--- config.mk ---
export PLATFORM = sky130hd
export DESIGN_NAME = alarm
export DESIGN_NICKNAME = d
export VERILOG_FILES = /design/src/rtl/alarm_pkg.sv /design/src/rtl/alarm_bcd_time_add.sv /design/src/rtl/alarm.sv
export SDC_FILE = /design/constraint.sdc
export NUM_CORES = 1
export LEC_CHECK = 0
export CORE_ASPECT_RATIO = 1.75
export CORE_UTILIZATION = 45
export CTS_CLUSTER_DIAMETER = 50
export DETAILED_ROUTE_END_ITERATION = 16
export PLACE_DENSITY = 0.76
export RECOVER_POWER = 100
export SYNTH_ARGS = -nofsm -noshare
export SYNTH_HDL_FRONTEND = slang
export SYNTH_SLANG_ARGS = --single-unit
--- constraint.sdc ---
create_clock -name clk -period 4.7 [get_ports clk]
set_clock_uncertainty 0.05 [all_clocks]
set_input_delay 0.94 -clock clk [delete_from_list [all_inputs] [get_ports clk]]
set_output_delay 0.94 -clock clk [all_outputs]
set_load 0.02 [all_outputs]
--- src/rtl/alarm_pkg.sv ---
// Shared types, mode encodings and BCD validity check for the alarm comparator.
package alarm_pkg;

    typedef logic [15:0] bcd_time_t;

    localparam logic [1:0] MODE_ARMED   = 2'b00;
    localparam logic [1:0] MODE_OFF     = 2'b01;
    localparam logic [1:0] MODE_DISMISS = 2'b10;
    localparam logic [1:0] MODE_SET     = 2'b11;

    // HH 00-23, MM 00-59, every nibble a decimal digit.
    function automatic logic bcd_valid(input bcd_time_t t);
        logic hr_ok;
        logic min_ok;
        hr_ok  = (t[15:12] <  4'd2 && t[11:8] <= 4'd9) ||
                 (t[15:12] == 4'd2 && t[11:8] <= 4'd3);
        min_ok = (t[7:4] <= 4'd5) && (t[3:0] <= 4'd9);
        return hr_ok && min_ok;
    endfunction

endpackage

--- src/rtl/alarm_bcd_time_add.sv ---
// bcd_time_add: adds a constant minute count to a BCD HH:MM value, wrapping at 24h.
// Compiled only with ALARM_SNOOZE_EN, the only configuration that uses it.
`ifdef ALARM_SNOOZE_EN
module bcd_time_add
    import alarm_pkg::*;
#(
    parameter int ADD_MIN = 5
) (
    input  bcd_time_t t_i,
    output bcd_time_t t_o
);
    logic [6:0] min_sum;
    logic [6:0] min_wrap;
    logic [4:0] hr_sum;
    logic [4:0] hr_wrap;
    logic       carry;

    // Work in binary minutes/hours, then split back into decimal digits.
    always_comb begin
        min_sum  = 7'(t_i[7:4]) * 7'd10 + 7'(t_i[3:0]) + 7'(ADD_MIN);
        carry    = (min_sum >= 7'd60);
        min_wrap = carry ? (min_sum - 7'd60) : min_sum;
        hr_sum   = 5'(t_i[15:12]) * 5'd10 + 5'(t_i[11:8]) + 5'(carry);
        hr_wrap  = (hr_sum >= 5'd24) ? 5'd0 : hr_sum;
        t_o      = {4'(hr_wrap / 5'd10), 4'(hr_wrap % 5'd10),
                    4'(min_wrap / 7'd10), 4'(min_wrap % 7'd10)};
    end
endmodule
`endif

--- src/rtl/alarm.sv ---
// alarm: stored BCD alarm time compared against the running clock; rings for RING_CYCLES.
// Optional ALARM_SNOOZE_EN: mode 10 while ringing advances the alarm by SNOOZE_MIN minutes.
module alarm
    import alarm_pkg::*;
#(
    parameter int RING_CYCLES = 32,
    parameter int SNOOZE_MIN  = 5
) (
    input  logic        clk,
    input  logic        rst,
    input  logic [1:0]  alarm_mode,
    input  logic [15:0] in_time,
    input  logic [15:0] set_time,
    output logic        ring
);
    localparam int            CW        = $clog2(RING_CYCLES + 1);
    localparam logic [CW-1:0] RING_LOAD = CW'(RING_CYCLES);

    if (RING_CYCLES < 1 || RING_CYCLES > 65535) begin : g_bad_ring
        $error("alarm: RING_CYCLES out of range");
    end
    if (SNOOZE_MIN < 1 || SNOOZE_MIN > 59) begin : g_bad_snooze
        $error("alarm: SNOOZE_MIN out of range");
    end

    bcd_time_t     alarm_q, alarm_d;
    logic          armed_q, armed_d;
    logic [CW-1:0] cnt_q, cnt_d;
    logic          match_dly_q, match_dly_d;
    logic          match;

`ifdef ALARM_SNOOZE_EN
    bcd_time_t     snooze_time;

    bcd_time_add #(.ADD_MIN(SNOOZE_MIN)) u_snooze (
        .t_i (alarm_q),
        .t_o (snooze_time)
    );
`endif

    assign match = armed_q && (in_time == alarm_q);

    always_comb begin
        alarm_d     = alarm_q;
        armed_d     = armed_q;
        cnt_d       = cnt_q;
        match_dly_d = 1'b0;
        case (alarm_mode)
            MODE_SET: begin
                if (bcd_valid(set_time)) begin
                    alarm_d = set_time;
                    armed_d = 1'b1;
                end
                cnt_d = '0;
            end
            MODE_OFF: begin
                armed_d = 1'b0;
                cnt_d   = '0;
            end
            MODE_DISMISS: begin
`ifdef ALARM_SNOOZE_EN
                if (cnt_q != '0) alarm_d = snooze_time;
`endif
                cnt_d = '0;
            end
            default: begin
                // Edge-detect so a held matching time fires only once.
                match_dly_d = match;
                if (match && !match_dly_q)
                    cnt_d = RING_LOAD;
                else if (cnt_q != '0)
                    cnt_d = cnt_q - CW'(1);
            end
        endcase
    end

    always_ff @(posedge clk or negedge rst) begin
        if (!rst) begin
            alarm_q     <= '0;
            armed_q     <= 1'b0;
            cnt_q       <= '0;
            match_dly_q <= 1'b0;
        end else begin
            alarm_q     <= alarm_d;
            armed_q     <= armed_d;
            cnt_q       <= cnt_d;
            match_dly_q <= match_dly_d;
        end
    end

    assign ring = (cnt_q != '0);

endmodule

### Wire density map, run 1

Scale: 6 px per µm. The die is cut into 8 by 15 equal tiles; dark blue is low, red is high, scaled to the fullest tile. Values are wire area over tile area, all layers added.
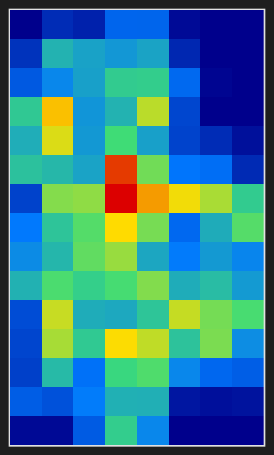
tiles over half the peak: 25%
nearly empty tiles: 12%
emptiest ninth of the die: north-east
mean over tiles: 0.13
fullest tile: 0.38

### Track usage over the die, run 1

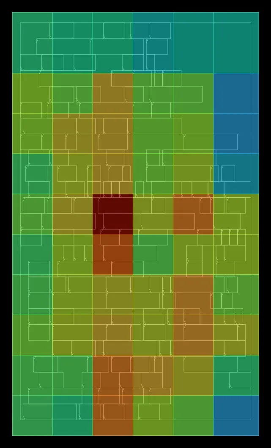
met2 Resource Use GR: 38.97%
Finished Core Util: 62.84%
met1 capacity usage during global routing: 19.64%
DR WL/cell: 14.58 µm

### I/O pins on the die edge, run 1

Scale: 8 px per µm. Pins as bars across the die edge, other pins in grey.
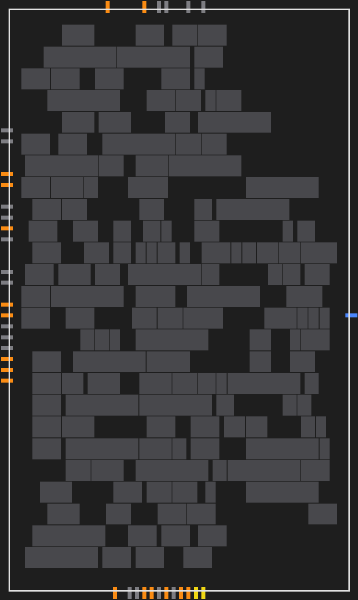
legend:
  yellow:
    port: alarm_mode
    pins: 2
    direction: input
    edge: south
  blue:
    port: ring
    pins: 1
    direction: output
    edge: east
  orange:
    port: set_time
    pins: 16
    direction: input
    edge: 8 west, 6 south, 2 north

[run 1: cell families after synthesis]
kind of cell	share of synthesized area, %
AND/OR/NAND/NOR	12.82
flip-flops	46.97
AND-OR/OR-AND	11.06
XOR/XNOR	10.96
multiplexers	13.89
buffers and inverters	2.348
adder cells (fa/ha/maj)	1.957
[run 1: worst max-delay path by stage]
stage	from	end	cells after the start
2_1_floorplan	set_time[11]	alarm_q[0]	5
3_3_place_gp	set_time[11]	alarm_q[0]	5
3_5_place_dp	set_time[11]	alarm_q[8]	5
4_1_cts	set_time[11]	alarm_q[8]	5
5_1_grt	set_time[11]	alarm_q[0]	5
6_report	set_time[11]	alarm_q[8]	5
[run 1: power by group]
group / switching, mW / internal [mW]
clock network: 0.0592 / 0.0572
registers: 0.0281 / 0.240
logic: 0.151 / 0.158
==> impl_table.tex, run 1 <==
% Table of physical implementation metrics
\begin{tabular}{lr}
\hline
Metric & Value \\
\hline
\multicolumn{2}{l}{\textbf{Layout}} \\
Number of buffers outside the clock class in the layout & 36 \\
Dominant kind of cell & logic gates \\
Flop area & 600.6 µm² \\
\# fillers & between 200 and 250 \\
Inverters & 5 \\
Antenna diodes & 0 \\
Final Instance Count excl. Fillers & approximately 180 \\
Post-layout net count & between 150 and 200 \\
Logic share of the area & 37.60\% \\
Clock tree buffer count of the final layout & 3 \\
Most common logic cell in the routed design & sky130\_fd\_sc\_hd\_\_clkdlybuf4s50\_1 \\
Cell area after layout & around 0.0017 mm² \\
Multi-input combinational cell count & about 82 \\
\multicolumn{2}{l}{\textbf{Outcome}} \\
Violated checks & max-capacitance violations, max-slew violations \\
Run status & finished, violations left \\
\multicolumn{2}{l}{\textbf{Pwr}} \\
Largest vdd supply drop & 0.2676 mV \\
Leakage power summed over all cells & 0.7655 nW \\
Total power consumption of the routed design & around 0.7 mW \\
\multicolumn{2}{l}{\textbf{Critical path}} \\
Path depth of the worst reg2reg path & 4 \\
Kind of capture point of the worst setup path & flip-flop \\
CP startpoint kind & input pin \\
Ordered cell list for the critical path & dlygate4sd3\_1, o31ai\_1, nand3\_1, a2111oi\_2, mux2\_2 \\
CP arrival & about 3.7 ns \\
Crit path max-delay family & AND-OR/OR-AND gates \\
Cell with the largest stage delay on the worst path & sky130\_fd\_sc\_hd\_\_a2111oi\_2 \\
Reg-to-Reg Start & alarm\_q[6] \\
Crit path buffers/inverters & 1 \\
Maximum net fanout on the critical path & 17 \\
CP max stage delay & 1.36 ns \\
RR Endpoint & cnt\_q[1] \\
Worst Setup Path Type & in -> reg \\
\multicolumn{2}{l}{\textbf{Synth}} \\
Tally of yosys warning messages & 0 \\
Top-area cell share & around 47\% \\
Dominant cell by count in the synthesized netlist & sky130\_fd\_sc\_hd\_\_dfrtp\_1 \\
Post-synthesis register bit count & 24 \\
Most instantiated flip-flop cell in the synthesis netlist & sky130\_fd\_sc\_hd\_\_dfrtp\_1 \\
Count of library flops with an enable pin & 0 \\
Instance count of the mapped netlist & approximately 110 \\
\multicolumn{2}{l}{\textbf{STA}} \\
Cycle use final & between 70\% and 80\% \\
Number of failing hold endpoints at the final stage & 0 \\
Number of max-slew violations in the final report & 18 \\
Final critical-path required period & 3.619 ns \\
Transition time at the pin with the least slew margin & 1.772 ns \\
Highest attainable clock frequency & 0.2763 GHz \\
Remaining max-slew budget at the tightest pin & -18.33\% \\
Worst hold margin & approximately 0.46 ns \\
Setup repair after global routing missed its margin & no \\
\multicolumn{2}{l}{\textbf{Global route}} \\
Vias in the first global route & approximately 1000 \\
GRT Resource Usage Total & about a fifth \\
Wire length of the first global-routing pass & roughly 4500 µm \\
\multicolumn{2}{l}{\textbf{Worst hold path}} \\
WHS Endpoint & armed\_q \\
Class of the tightest hold or removal check & reg -> reg \\
\multicolumn{2}{l}{\textbf{Placed design}} \\
\# port buffers & 36 \\
Minimum setup slack after placement & approximately 1.4 ns \\
\multicolumn{2}{l}{\textbf{Routing}} \\
Vias per inst & between 5 and 6 \\
Routed length on met3 & around 54 µm \\
Post-Route M1 WL & $\sim$880 µm \\
Initial DRT Pass Iterations & 4 \\
Drt first-iter violations & 15 \\
\multicolumn{2}{l}{\textbf{Clocking}} \\
Total clock sinks & 24 \\
Setup Buffers After CTS & 0 \\
Clk pin slew, worst setup/hold paths & roughly 0.080 ns \\
Bufs on Longest Clock Path & 2 \\
Number of buffers created by CTS & 3 \\
\multicolumn{2}{l}{\textbf{Floorplanning}} \\
Starting utilization of the core area & 47.53\% \\
Tap cell instance count & 27 \\
Core Box Area & about 0.0027 mm² \\
Ports & 37 \\
\multicolumn{2}{l}{\textbf{Flow run}} \\
Max cap viols & 1 \\
Number of warning messages in the logs & 27 \\
\hline
\end{tabular}
### The metal 2 layer, run 1

Scale: 8 px per µm.
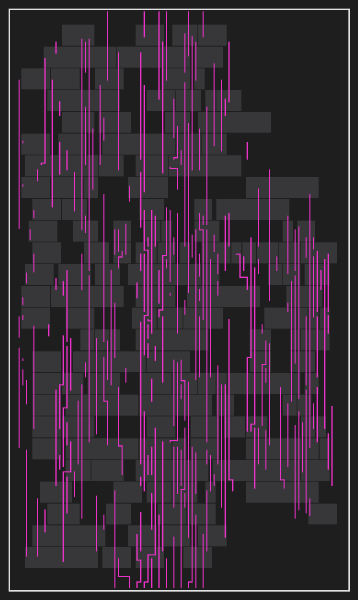

==> run 2, diff against run 1 <==
- CORE_UTILIZATION: 45 -> 42
- PLACE_DENSITY: 0.76 -> 0.75
- clock period: 4.7 -> 3.2 ns (I/O delays scaled with it)
### The metal 2 layer, run 2

Scale: 8 px per µm.
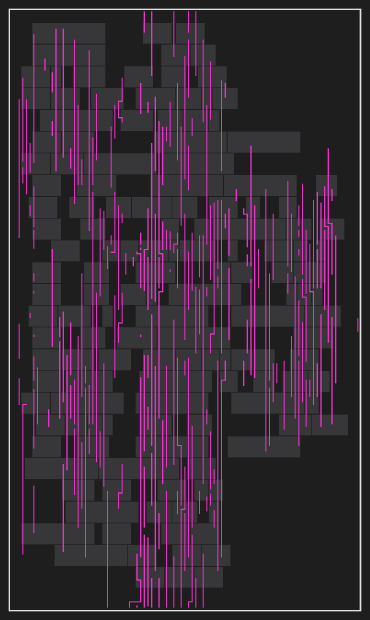
longest straight run: 32.6 µm
nets with wire on the layer: 173
share of all routed wire: 63%
wire length on this layer: 1760 µm

==> run 2 against run 1 <==
The run ends with design-rule violations left; final cell count is 2.3% higher; first-iteration DRC count is 20% lower; worst hold slack better by 0.019 ns; area after synthesis stayed put; sequential cell count stayed put; register-to-register slack worse by 1.5 ns; critical path depth is 1 higher; die size is 6.9% higher; clock-buffer cell count is 1 higher; utilization is 3.2 points lower.
==> impl_table.tex, run 2 <==
% Table of physical implementation metrics
\begin{tabular}{lr}
\hline
Metric & Value \\
\hline
\multicolumn{2}{l}{\textbf{Pwr}} \\
Power Internal & 0.6952 mW (+53\%) \\
Switching Power & 0.3654 mW (+53\%) \\
Leakage power summed over all cells & 0.7766 nW (+1.5\%) \\
Register share of total power & 37.6\% (-1.1 points) \\
Clock power share & 19.1\% (+2.3 points) \\
Share of total power consumed by net switching & 34.46\% (+0.12 points) \\
Gate power share & 43.3\% (-1.2 points) \\
Largest vdd supply drop & 0.3573 mV (+34\%) \\
\multicolumn{2}{l}{\textbf{Global route}} \\
Vias in the first global route & 1121 (+7.9\%) \\
Wire length of the first global-routing pass & 4643 µm (+3.2\%) \\
Met1 capacity usage during global routing & 16.43\% (-3.2 points) \\
Met2 Resource Use GR & 43.28\% (+4.3 points) \\
\multicolumn{2}{l}{\textbf{Layout}} \\
Antenna diodes & 0 (unchanged) \\
Finished Core Util & 59.59\% (-3.2 points) \\
Multi-input combinational cell count & 82 (unchanged) \\
Final Instance Count excl. Fillers & 181 (+2.3\%) \\
Clock tree buffer count of the final layout & 4 (+1) \\
Inverters & 5 (unchanged) \\
Dominant kind of cell & logic gates \\
Logic share of the area & 37.56\% (-0.038 points) \\
Flop area & 600.6 µm² (unchanged) \\
\# fillers & 265 (+12\%) \\
Post-layout net count & 192 (+1.1\%) \\
Number of buffers outside the clock class in the layout & 38 (+5.6\%) \\
Cell area after layout & 0.001725 mm² (+2.1\%) \\
Most common logic cell in the routed design & sky130\_fd\_sc\_hd\_\_clkdlybuf4s50\_1 \\
\multicolumn{2}{l}{\textbf{Flow run}} \\
Number of warning messages in the logs & 27 (unchanged) \\
\multicolumn{2}{l}{\textbf{Synth}} \\
Instance count of the mapped netlist & 112 (unchanged) \\
Post-synthesis register bit count & 24 (unchanged) \\
Top-area cell share & 46.97\% (unchanged) \\
Count of library flops with an enable pin & 0 (unchanged) \\
Dominant cell by count in the synthesized netlist & sky130\_fd\_sc\_hd\_\_dfrtp\_1 \\
Most instantiated flip-flop cell in the synthesis netlist & sky130\_fd\_sc\_hd\_\_dfrtp\_1 \\
\multicolumn{2}{l}{\textbf{Critical path}} \\
CP arrival & 2.89 ns (-0.83 ns) \\
Number of cells on the critical path & 6 (+1) \\
CP max stage delay & 0.57 ns (-0.79 ns) \\
Launch point of the critical path & set\_time[11] \\
Cell with the largest stage delay on the worst path & sky130\_fd\_sc\_hd\_\_dlygate4sd3\_1 \\
CP startpoint kind & input pin \\
Crit path max-delay family & buffers and inverters \\
Critical Path Sink & alarm\_q[5] \\
Crit path buffers/inverters & 2 (+1) \\
Maximum net fanout on the critical path & 13 (-4) \\
Reg-to-Reg Start & cnt\_q[0] \\
RR Endpoint & cnt\_q[1] \\
Path depth of the worst reg2reg path & 6 (+2) \\
Kind of capture point of the worst setup path & flip-flop \\
Worst Setup Path Type & in -> reg \\
\multicolumn{2}{l}{\textbf{STA}} \\
Transition time at the pin with the least slew margin & 1.251 ns (-0.5208 ns) \\
Remaining max-slew budget at the tightest pin & 16.62\% (+35 points) \\
Cycle use final & 86.97\% \\
Worst hold margin & 0.4791 ns (+0.01923 ns) \\
Number of failing hold endpoints at the final stage & 0 (unchanged) \\
Highest attainable clock frequency & between 0.3 and 0.4 GHz \\
\multicolumn{2}{l}{\textbf{Floorplanning}} \\
Tap cell instance count & 28 (+3.7\%) \\
Core Box Area & 0.002895 mm² (+7.6\%) \\
\multicolumn{2}{l}{\textbf{Routing}} \\
DRC & 1 \\
Drt first-iter violations & 12 (-3) \\
Routed length on met3 & 69 µm (+28\%) \\
Post-Route M1 WL & 926 µm (+5.7\%) \\
Initial DRT Pass Iterations & 10 (+6) \\
DR WL/cell & 15.46 µm (+6.0\%) \\
\multicolumn{2}{l}{\textbf{Clocking}} \\
Number of buffers created by CTS & 3 (unchanged) \\
Setup Buffers After CTS & 0 (unchanged) \\
Bufs on Longest Clock Path & 2 (unchanged) \\
Clk pin slew, worst setup/hold paths & 0.08 ns (about the same) \\
\multicolumn{2}{l}{\textbf{Placed design}} \\
\# port buffers & 36 (unchanged) \\
Minimum setup slack after placement & 0.5263 ns (-0.9038 ns) \\
\multicolumn{2}{l}{\textbf{Worst hold path}} \\
WHS Endpoint & alarm\_q[15] \\
\multicolumn{2}{l}{\textbf{Outcome}} \\
Run status & finished, violations left \\
Violated checks & design-rule violations \\
\hline
\end{tabular}
-- run 2: cell counts after synthesis --
No cell type changed its count.
-- run 2: power groups by stage --
| stage | Combinational (mW) | Sequential, mW | Clock, mW |
|---|---|---|---|
| floorplan | 0.316 | 0.390 | 0 |
| global placement | 0.448 | 0.398 | 0 |
| detailed placement | 0.469 | 0.405 | 0 |
| CTS | 0.470 | 0.398 | 0.206 |
| global route | 0.495 | 0.403 | 0.221 |
| finish | 0.460 | 0.398 | 0.202 |
-- run 2: cells by family (layout without fill, tap and decap cells) --
family / Yosys count / after routing / share of synthesized area [%]
simple gates: 31 / 31 / 12.82
flops: 24 / 24 / 46.97
compound gates: 17 / 17 / 11.06
xor+xnor: 16 / 16 / 10.96
mux: 16 / 16 / 13.89
buf+inv: 6 / 47 / 2.348
fa+ha+maj: 2 / 2 / 1.957
==> run 3, diff against run 2 <==
- ABC_CLOCK_PERIOD_IN_PS: not set -> 3200
- SLEW_MARGIN: not set -> 20
### Met3 routing, run 3

Scale: 8 px per µm.
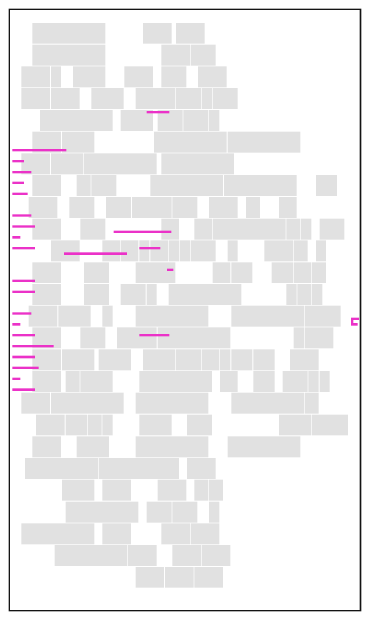
wire length on this layer: 69.1 µm
longest straight run: 7.60 µm

==> run 3 against run 2 <==
Power unchanged; global-route usage unchanged; combinational power is essentially flat; area after synthesis unchanged; critical path type unchanged; the run still ends with design-rule violations left; final cell count unchanged; clock power about the same; design area unchanged; largest power group unchanged.
==> impl_table.tex, run 3 <==
% Table of physical implementation metrics
\begin{tabular}{lr}
\hline
Metric & Value \\
\hline
\multicolumn{2}{l}{\textbf{Pwr}} \\
Seq power & 0.398 mW (about the same) \\
Pwr dens & roughly 600 mW/mm² \\
Clock power share & 19.1\% (about the same) \\
Comb pwr & 0.460 mW (about the same) \\
Switching Power & 0.3654 mW (unchanged) \\
Total power consumption of the routed design & 1.061 mW \\
Register share of total power & 37.6\% (about the same) \\
Leakage power summed over all cells & 0.7766 nW (unchanged) \\
Largest vdd supply drop & 0.3573 mV (unchanged) \\
Total clock network power & 0.202 mW (about the same) \\
Gate power share & 43.3\% (about the same) \\
Heaviest power group & combinational logic \\
Share of total power consumed by net switching & 34.46\% (unchanged) \\
Power Internal & 0.6952 mW (unchanged) \\
\multicolumn{2}{l}{\textbf{STA}} \\
Setup violation total in the final timing report & 0 \\
Cycle use final & 86.97\% (unchanged) \\
Number of failing hold endpoints at the final stage & 0 (unchanged) \\
Worst hold margin & 0.4791 ns (unchanged) \\
Highest attainable clock frequency & 0.3593 GHz (unchanged) \\
Worst setup slack after layout & 0.4170 ns \\
Remaining max-slew budget at the tightest pin & 16.62\% (unchanged) \\
Transition time at the pin with the least slew margin & 1.251 ns (unchanged) \\
\multicolumn{2}{l}{\textbf{Layout}} \\
Cell area after layout & 0.001725 mm² (unchanged) \\
Finished Core Util & 59.59\% (unchanged) \\
Post-layout net count & 192 (unchanged) \\
Most common logic cell in the routed design & sky130\_fd\_sc\_hd\_\_clkdlybuf4s50\_1 \\
Antenna diodes & 0 (unchanged) \\
Share of final-layout standard cells stronger than drive strength 1 & about 14\% \\
\# fillers & 265 (unchanged) \\
Final Instance Count excl. Fillers & 181 (unchanged) \\
Top flop regs & alarm\_q x16, cnt\_q x6 \\
Number of flip-flops under the largest register name & 16 \\
\multicolumn{2}{l}{\textbf{Critical path}} \\
CP max stage delay & 0.57 ns (about the same) \\
Critical Path Sink & alarm\_q[5] \\
Slack of the worst reg-to-reg path & 1.44 ns \\
Worst Setup Path Type & in -> reg \\
Reg-to-Reg Start & cnt\_q[0] \\
Path depth of the worst reg2reg path & 6 (unchanged) \\
Launch point of the critical path & set\_time[11] \\
Number of cells on the critical path & 6 (unchanged) \\
Crit path max-delay family & buffers and inverters \\
Crit path buffers/inverters & 2 (unchanged) \\
Maximum net fanout on the critical path & 13 (unchanged) \\
Kind of capture point of the worst setup path & flip-flop \\
RR Endpoint & cnt\_q[1] \\
Cell with the largest stage delay on the worst path & sky130\_fd\_sc\_hd\_\_dlygate4sd3\_1 \\
CP arrival & 2.89 ns (about the same) \\
CP startpoint kind & input pin \\
\multicolumn{2}{l}{\textbf{Clocking}} \\
Worst skew pair latency & around 0.26 ns \\
Total clock sinks & 24 \\
Setup Buffers After CTS & 0 (unchanged) \\
Maximum level of the CTS H-tree & 1 \\
Number of buffers created by CTS & 3 (unchanged) \\
Hold bufs inserted after CTS & 0 \\
Root cell of the clock tree & sky130\_fd\_sc\_hd\_\_clkbuf\_8 \\
Clk pin slew, worst setup/hold paths & 0.08 ns (about the same) \\
Bufs on Longest Clock Path & 2 (unchanged) \\
\multicolumn{2}{l}{\textbf{Synth}} \\
Dominant cell by count in the synthesized netlist & sky130\_fd\_sc\_hd\_\_dfrtp\_1 \\
Most area-consuming cells after synthesis & sky130\_fd\_sc\_hd\_\_dfrtp\_1 47\%, sky130\_fd\_sc\_hd\_\_mux2\_2 12\%, sky130\_fd\_sc\_hd\_\_xnor2\_1 6.2\% \\
Sequential fraction of the synthesis area & a little under half \\
Top-area cell share & 46.97\% (unchanged) \\
Simple-Gate Fraction of Synth Area & 12.82\% (unchanged) \\
FFs w/ async S/R, synth & 100.0\% \\
Arithmetic-cell share of the synthesized area counting full adders, half adders and majority gates & 1.957\% (unchanged) \\
Biggest area consumer among synthesized cells & sky130\_fd\_sc\_hd\_\_dfrtp\_1 \\
Area share of and-or/or-and cells after synthesis & 11.06\% (unchanged) \\
Most instantiated flip-flop cell in the synthesis netlist & sky130\_fd\_sc\_hd\_\_dfrtp\_1 \\
Count of library flops with an enable pin & 0 (unchanged) \\
Area fraction in mux cells & 13.89\% (unchanged) \\
Instance count of the mapped netlist & 112 (unchanged) \\
Number of nets at floorplan & about 150 \\
Post-synthesis register bit count & 24 (unchanged) \\
XORs/XNORs by Area & 10.96\% (unchanged) \\
Area reported by Yosys stat & approximately 0.0013 mm² \\
Dominant combinational cell family by area after synthesis & multiplexers \\
\multicolumn{2}{l}{\textbf{Global route}} \\
Vias in the first global route & 1121 (unchanged) \\
Antenna violations before repair & 0 \\
Wire length of the first global-routing pass & 4643 µm (unchanged) \\
\multicolumn{2}{l}{\textbf{Floorplanning}} \\
Horiz. Die Dim & 43.71 µm \\
Core Box Area & 0.002895 mm² (unchanged) \\
Die y size & about 75 µm \\
\multicolumn{2}{l}{\textbf{Placed design}} \\
\# port buffers & 36 (unchanged) \\
GP Congestion & 0.7336 \\
Minimum setup slack after placement & 0.5263 ns (unchanged) \\
\multicolumn{2}{l}{\textbf{Outcome}} \\
Violated checks & design-rule violations \\
Run status & finished, violations left \\
\multicolumn{2}{l}{\textbf{Worst hold path}} \\
WHS Endpoint & alarm\_q[15] \\
\multicolumn{2}{l}{\textbf{Routing}} \\
DRC & 1 (unchanged) \\
Initial DRT Pass Iterations & 10 (unchanged) \\
Drt first-iter violations & 12 (unchanged) \\
Vias after detailed routing & around 980 \\
DR WL/cell & 15.46 µm (unchanged) \\
Final ANT Viol Nets & 0 \\
\multicolumn{2}{l}{\textbf{Flow run}} \\
Number of warning messages in the logs & 27 (unchanged) \\
\hline
\end{tabular}
run 3: cell counts after synthesis:
No cell type changed its count.
run 3: cell type report:
cell class,instances,area (µm²),share of cell area (%)
Clock buffer,4,55.05,3.191
Tap cell,28,35.03,2.030
Inverter,5,18.77,1.088
Timing Repair Buffer,38,367.9,21.32
Multi-Input combinational cell,82,648.1,37.56
Sequential cell,24,600.6,34.81
run 3: per-layer routing:
| metal | global-route usage (%) | vias to the layer above | routed length (µm) |
|---|---|---|---|
| met5 | 0 | - | 0 |
| met4 | 7.292 | 0 | 40 |
| li1 | - | 481 | - |
| met2 | 43.28 | 27 | 1762 |
| met3 | 2.158 | 5 | 69 |
| met1 | 16.43 | 464 | 926 |
Power is estimated from default activity; no workload was simulated.
